$ cat src/rtl/hdlc_bus_sequencer.sv
// Register-port bus master for the HDLC controller: polls and drains RX frames into a
// downstream stream and loads upstream TX frames into the TX buffer, arbitrating round-robin.
module hdlc_bus_sequencer #(
  parameter int MAX_FRAME = 126,
  parameter int HOLDOFF   = 2
) (
  input  logic       Clk,
  input  logic       Rst,
  output logic [2:0] Address,
  output logic       WriteEnable,
  output logic       ReadEnable,
  output logic [7:0] DataIn,
  input  logic [7:0] DataOut,
  input  logic       FcsEnable,
  input  logic       TxValid,
  input  logic [7:0] TxData,
  input  logic       TxLast,
  output logic       TxReady,
  output logic       TxErr,
  output logic       RxValid,
  output logic [7:0] RxData,
  output logic       RxLast,
  input  logic       RxReady,
  output logic       RxErr
);

  localparam logic [3:0] S_IDLE     = 4'd0;
  localparam logic [3:0] S_POLL_RX  = 4'd1;
  localparam logic [3:0] S_RX_LEN   = 4'd2;
  localparam logic [3:0] S_RX_DATA  = 4'd3;
  localparam logic [3:0] S_RX_DROP  = 4'd4;
  localparam logic [3:0] S_TX_STAT  = 4'd5;
  localparam logic [3:0] S_TX_WRITE = 4'd6;
  localparam logic [3:0] S_TX_START = 4'd7;
  localparam logic [3:0] S_TX_ABORT = 4'd8;
  localparam logic [3:0] S_TX_FLUSH = 4'd9;
  localparam logic [3:0] S_WAIT     = 4'd10;

  localparam logic       GRANT_RX  = 1'b0;
  localparam logic       GRANT_TX  = 1'b1;
  localparam logic [7:0] MAX_C     = 8'(MAX_FRAME);
  localparam logic [7:0] HOLD_LAST = 8'(HOLDOFF - 1);

  logic [3:0] state_q, state_d;
  logic       last_grant_q, last_grant_d;
  logic [7:0] cnt_q, cnt_d;
  logic [7:0] hold_q, hold_d;

  always_comb begin
    state_d      = state_q;
    last_grant_d = last_grant_q;
    cnt_d        = cnt_q;
    hold_d       = 8'd0;
    Address      = 3'd0;
    WriteEnable  = 1'b0;
    ReadEnable   = 1'b0;
    DataIn       = 8'd0;
    TxReady      = 1'b0;
    TxErr        = 1'b0;
    RxValid      = 1'b0;
    RxData       = 8'd0;
    RxLast       = 1'b0;
    RxErr        = 1'b0;

    case (state_q)
      S_IDLE: begin
        if (TxValid && (last_grant_q == GRANT_RX)) begin
          state_d      = S_TX_STAT;
          last_grant_d = GRANT_TX;
        end else begin
          state_d      = S_POLL_RX;
          last_grant_d = GRANT_RX;
        end
      end
      S_POLL_RX: begin
        ReadEnable = 1'b1;
        Address    = 3'd2;
        if (!DataOut[0])          state_d = S_IDLE;
        else if (|DataOut[4:2])   state_d = S_RX_DROP;
        else                      state_d = S_RX_LEN;
      end
      S_RX_LEN: begin
        ReadEnable = 1'b1;
        Address    = 3'd4;
        if ((DataOut == 8'd0) || (DataOut > MAX_C)) begin
          state_d = S_RX_DROP;
        end else begin
          cnt_d   = DataOut;
          state_d = S_RX_DATA;
        end
      end
      S_RX_DATA: begin
        // The buffer address is only driven while a pop is strobed, keeping the idle bus at zero.
        RxValid    = 1'b1;
        RxData     = DataOut;
        RxLast     = (cnt_q == 8'd1);
        ReadEnable = RxReady;
        if (RxReady) begin
          Address = 3'd3;
          cnt_d   = cnt_q - 8'd1;
          if (cnt_q == 8'd1) state_d = S_WAIT;
        end
      end
      S_RX_DROP: begin
        WriteEnable = 1'b1;
        Address     = 3'd2;
        DataIn      = {2'b00, FcsEnable, 3'b000, 1'b1, 1'b0};
        RxErr       = 1'b1;
        state_d     = S_WAIT;
      end
      S_TX_STAT: begin
        ReadEnable = 1'b1;
        Address    = 3'd0;
        if (DataOut[0] && !DataOut[4]) begin
          cnt_d   = 8'd0;
          state_d = S_TX_WRITE;
        end else begin
          state_d = S_IDLE;
        end
      end
      S_TX_WRITE: begin
        TxReady = (cnt_q < MAX_C);
        if (TxValid && (cnt_q < MAX_C)) begin
          WriteEnable = 1'b1;
          Address     = 3'd1;
          DataIn      = TxData;
          cnt_d       = cnt_q + 8'd1;
          if (TxLast) state_d = S_TX_START;
        end else if (cnt_q == MAX_C) begin
          state_d = S_TX_ABORT;
        end
      end
      S_TX_START: begin
        WriteEnable = 1'b1;
        Address     = 3'd0;
        DataIn      = 8'h02;
        state_d     = S_WAIT;
      end
      S_TX_ABORT: begin
        WriteEnable = 1'b1;
        Address     = 3'd0;
        DataIn      = 8'h04;
        TxErr       = 1'b1;
        state_d     = S_TX_FLUSH;
      end
      S_TX_FLUSH: begin
        // Remainder of an oversize frame is swallowed without touching the bus.
        TxReady = 1'b1;
        if (TxValid && TxLast) state_d = S_WAIT;
      end
      S_WAIT: begin
        if (hold_q == HOLD_LAST) state_d = S_IDLE;
        else                     hold_d  = hold_q + 8'd1;
      end
      default: state_d = S_IDLE;
    endcase
  end

  always_ff @(posedge Clk) begin
    if (!Rst) begin
      state_q      <= S_IDLE;
      last_grant_q <= GRANT_RX;
      cnt_q        <= 8'd0;
      hold_q       <= 8'd0;
    end else begin
      state_q      <= state_d;
      last_grant_q <= last_grant_d;
      cnt_q        <= cnt_d;
      hold_q       <= hold_d;
    end
  end

endmodule
$ cat config.mk
export PLATFORM = sky130hd
export DESIGN_NAME = hdlc_bus_sequencer
export DESIGN_NICKNAME = d
export VERILOG_FILES = /design/src/rtl/hdlc_bus_sequencer.sv
export SDC_FILE = /design/constraint.sdc
export NUM_CORES = 1
export LEC_CHECK = 0
export ABC_CLOCK_PERIOD_IN_PS = 4300
export CORE_MARGIN = 2
export CORE_UTILIZATION = 40
export DETAILED_ROUTE_END_ITERATION = 8
export HOLD_SLACK_MARGIN = 0.1
export PLACE_DENSITY = 0.67
export SYNTH_ARGS = -nofsm -noshare
export SYNTH_HDL_FRONTEND = slang
export SYNTH_SLANG_ARGS = --single-unit
$ cat constraint.sdc
create_clock -name Clk -period 4.3 [get_ports Clk]
set_input_delay 0.86 -clock Clk [delete_from_list [all_inputs] [get_ports Clk]]
set_output_delay 0.86 -clock Clk [all_outputs]
set_load 0.005 [all_outputs]
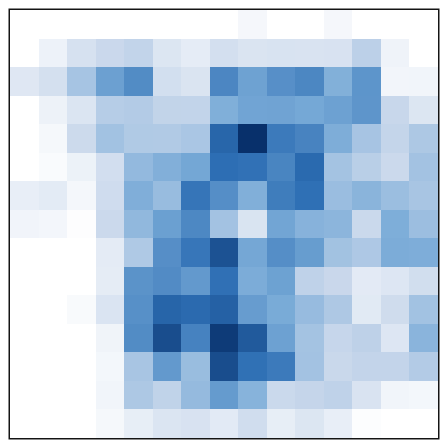
Fig. 1. Signal metal coverage by tile.
The die is cut into 15 by 15 equal tiles; white is low, dark blue is high, scaled to the fullest tile. Values are wire area over tile area, all layers added.
densest ninth of the die = center
tiles over half the peak = 24%
fullest tile = 0.54
emptiest ninth of the die = south-west
vias: 2043
GRT Overall Usage: 20.4%

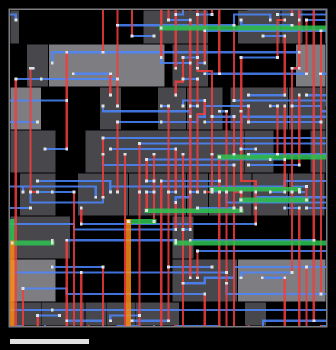
Fig. 2. Zoomed window.
Scale bar: 5 um. Window x 27 to 47, y 42 to 62 um. Cells in gray, sequential cells in the stronger gray; small squares are vias.
met1 -> blue
met4 -> orange
met3 -> green
met2 -> red
netlist names of flops here include = `state_q` (2)
most frequent = nand2_1 (4)
cells with their middle in the window = 30
sequential cells in the window = 2

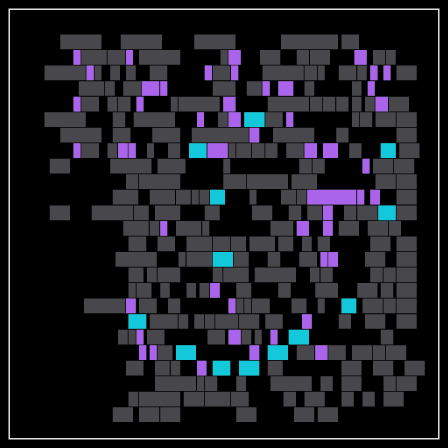
Fig. 3. Gate-type map.
NOR gates -> purple  # cells 50
AND-OR and OR-AND gates -> cyan  # cells 13
Finished Layout Cells: 352
Commonest Layout Cell: clkdlybuf4s50_1

critical path: stages:
cell and delay, ns:
clkdlybuf4s50_1 0.62, nand2b_1 0.17, a21oi_2 0.22, nand2b_1 0.13
a21oi_1 0.07, o22ai_1 0.12, clkdlybuf4s50_1 0.52
how the worst max path moves through the flow:
stage / startpoint / endpoint / slack (ns) / depth (start not counted)
global route: TxValid / WriteEnable / 0.64 / 7
global placement: TxValid / WriteEnable / 0.71 / 7
CTS: TxValid / WriteEnable / 0.71 / 7
finish: TxValid / WriteEnable / 0.71 / 7
detailed placement: TxValid / WriteEnable / 0.71 / 7
floorplan: TxValid / WriteEnable / 1.98 / 5
logic make-up after synthesis:
family                   Yosys count  share of synthesized area (%)
AND/OR/NAND/NOR                  119                           35.7
adder cells (fa/ha/maj)            6                           3.73
AND-OR/OR-AND                     68                           27.7
buffers and inverters             24                           7.96
XOR/XNOR                           7                           3.05
multiplexers                       2                           1.06
flip-flops                        21                           20.9
routing by layer:
metal  vias up  share of wire, %
met1       950                44
met3         6               7.7
met2        86                47
li1       1001                 -
met4         0               1.2
met5         -                 0
cells in the final DEF, fill, tap and decap left out, types with 3 or more instances in the layout:
master	netlist	final
clkdlybuf4s50_1	0	47
nor2_1	25	25
dfxtp_1	21	21
and2_1	13	13
nand2_1	12	12
nor3_1	11	11
nand3_1	11	11
nand2b_1	10	10
a21oi_1	9	9
inv_1	7	7
o21ai_0	6	6
xor2_1	6	6
ha_1	6	6
nor4_1	5	5
nor2b_1	4	4
and3_1	4	4
o22ai_1	3	3
a21o_1	3	3
a31oi_1	3	3
and3_2	3	3
a211oi_1	3	3
o21ai_1	3	3
clkbuf_8	1	3
buf_4	3	3
final cells by class:
type	count	area (um2)	area share, %
clock buffers	3	41.3	1.65
clock inverters	1	5.00	0.200
inverters	8	32.5	1.30
multi-input cells	202	1430	57.1
flip-flops and latches	21	420	16.8
well taps	67	83.8	3.34
repair buffers	50	493	19.7
metrics by stage:
| stage | cell area, um2 | utilization (%) |
|---|---|---|
| floorplan | 2010 | - |
| global placement | 2460 | 51.5 |
| detailed placement | 2460 | 51.5 |
| CTS | 2510 | 52.4 |
| global route | 2510 | 52.4 |
| finish | 2510 | 52.4 |
state kept, by name, summed over array words and instances (netlist names):
signal and count:
hold_q 8, state_q 4, cnt_q 8, last_grant_q 1
report_power, final:
part,switching [mW],total (mW),internal (mW)
clock network,0.0727,0.138,0.0649
registers,0.115,0.344,0.229
logic,0.250,0.523,0.273
==> results.tsv <==
metric	value	unit
status	finished clean	
p_leak	0.893	nW
grt_pass1_wl	8870	um
vias_per_cell	5.80	
dr.pass1.iters	5	
setup_tns	0	ns
vdd_drop_max	0.149	mV
die_h	74.9	um
worst_r2r_endpoint	cnt_q[6]$_SDFFE_PN0P_	
cts_root_buffer	clkbuf_8	
rows	25	
edf_count	0	
overflow	0	
rsz0062_at_grt	false	
tritoncts	yes	
ant_nets	0	
top_area_share	20.9	%
met1_usage	26.2	%
p_per_area	401	nW/um2
drive_gt1_share	10.9	%
n_fill_cell	486	
drt_wl_total	5720	um
reg2reg_depth	4	
cp.required	3.44	ns
drc	0	
hpwlAfterDp	4130	um
startpoint_type	input pin	
ys.flops	21	
whs_endpoint	hold_q[0]$_SDFF_PP0_	
place_inst	348	
yosys-stat-area	2010	um2
post_cts_resized	0	
common_cells	25 x nor2_1, 21 x dfxtp_1, 13 x and2_1	
ctsHoldBuffers	0	
whs	0.501	ns
post_drt_wl_per_cell	16.2	um
synth_area_per_cell	8.15	um2
fmax	279	MHz
grt_max_degree	23	
worstPathArrival	2.73	ns
routabilityCongestion	0.861	
r2r-start	state_q[1]$_SDFFE_PN0P_	
die_x	74.9	um
hold_depth	1	
antenna_found_initial	0	
clock_path_buffers	2	
maxSlewViolCount	0	
die-area	5620	um2
seq_area_frac_synth	20.9	%
preCtsSetupSlack	0.711	ns
h-tree-depth	1	
path_class	in -> out	
fp_util	42.1	%
area_leaders	dfxtp_1 21%, nor2_1 4.7%, and2_1 4.0%	
fin_nets	314	
clk_latency	0.27	ns
most_common_cell	nor2_1	
cts_setup_buffers	0	
ios	48	
drt_iter0_drc	116	
setup_viol	0	
slew-limit-headroom	49.7	%
syn-num-nets	275	
total_power	1.00	mW
cts_buffers	3	
fp.coreArea	4790	um2
clock-sinks	21	
tightest_slew	0.753	ns
min_period	3.59	ns
drv_cap	0	
hold_viol	0	
ys_cells	247	
synthArstFlopShare	0	%
path_clk_slew	0.08	ns
hp-start	hold_q[0]$_SDFF_PP0_	
met3_usage	2.54	%
n_antenna_cell	0	
synthFlopType	dfxtp_1	
yosys.cell_types.count	78	
critPathMaxFanout	6	
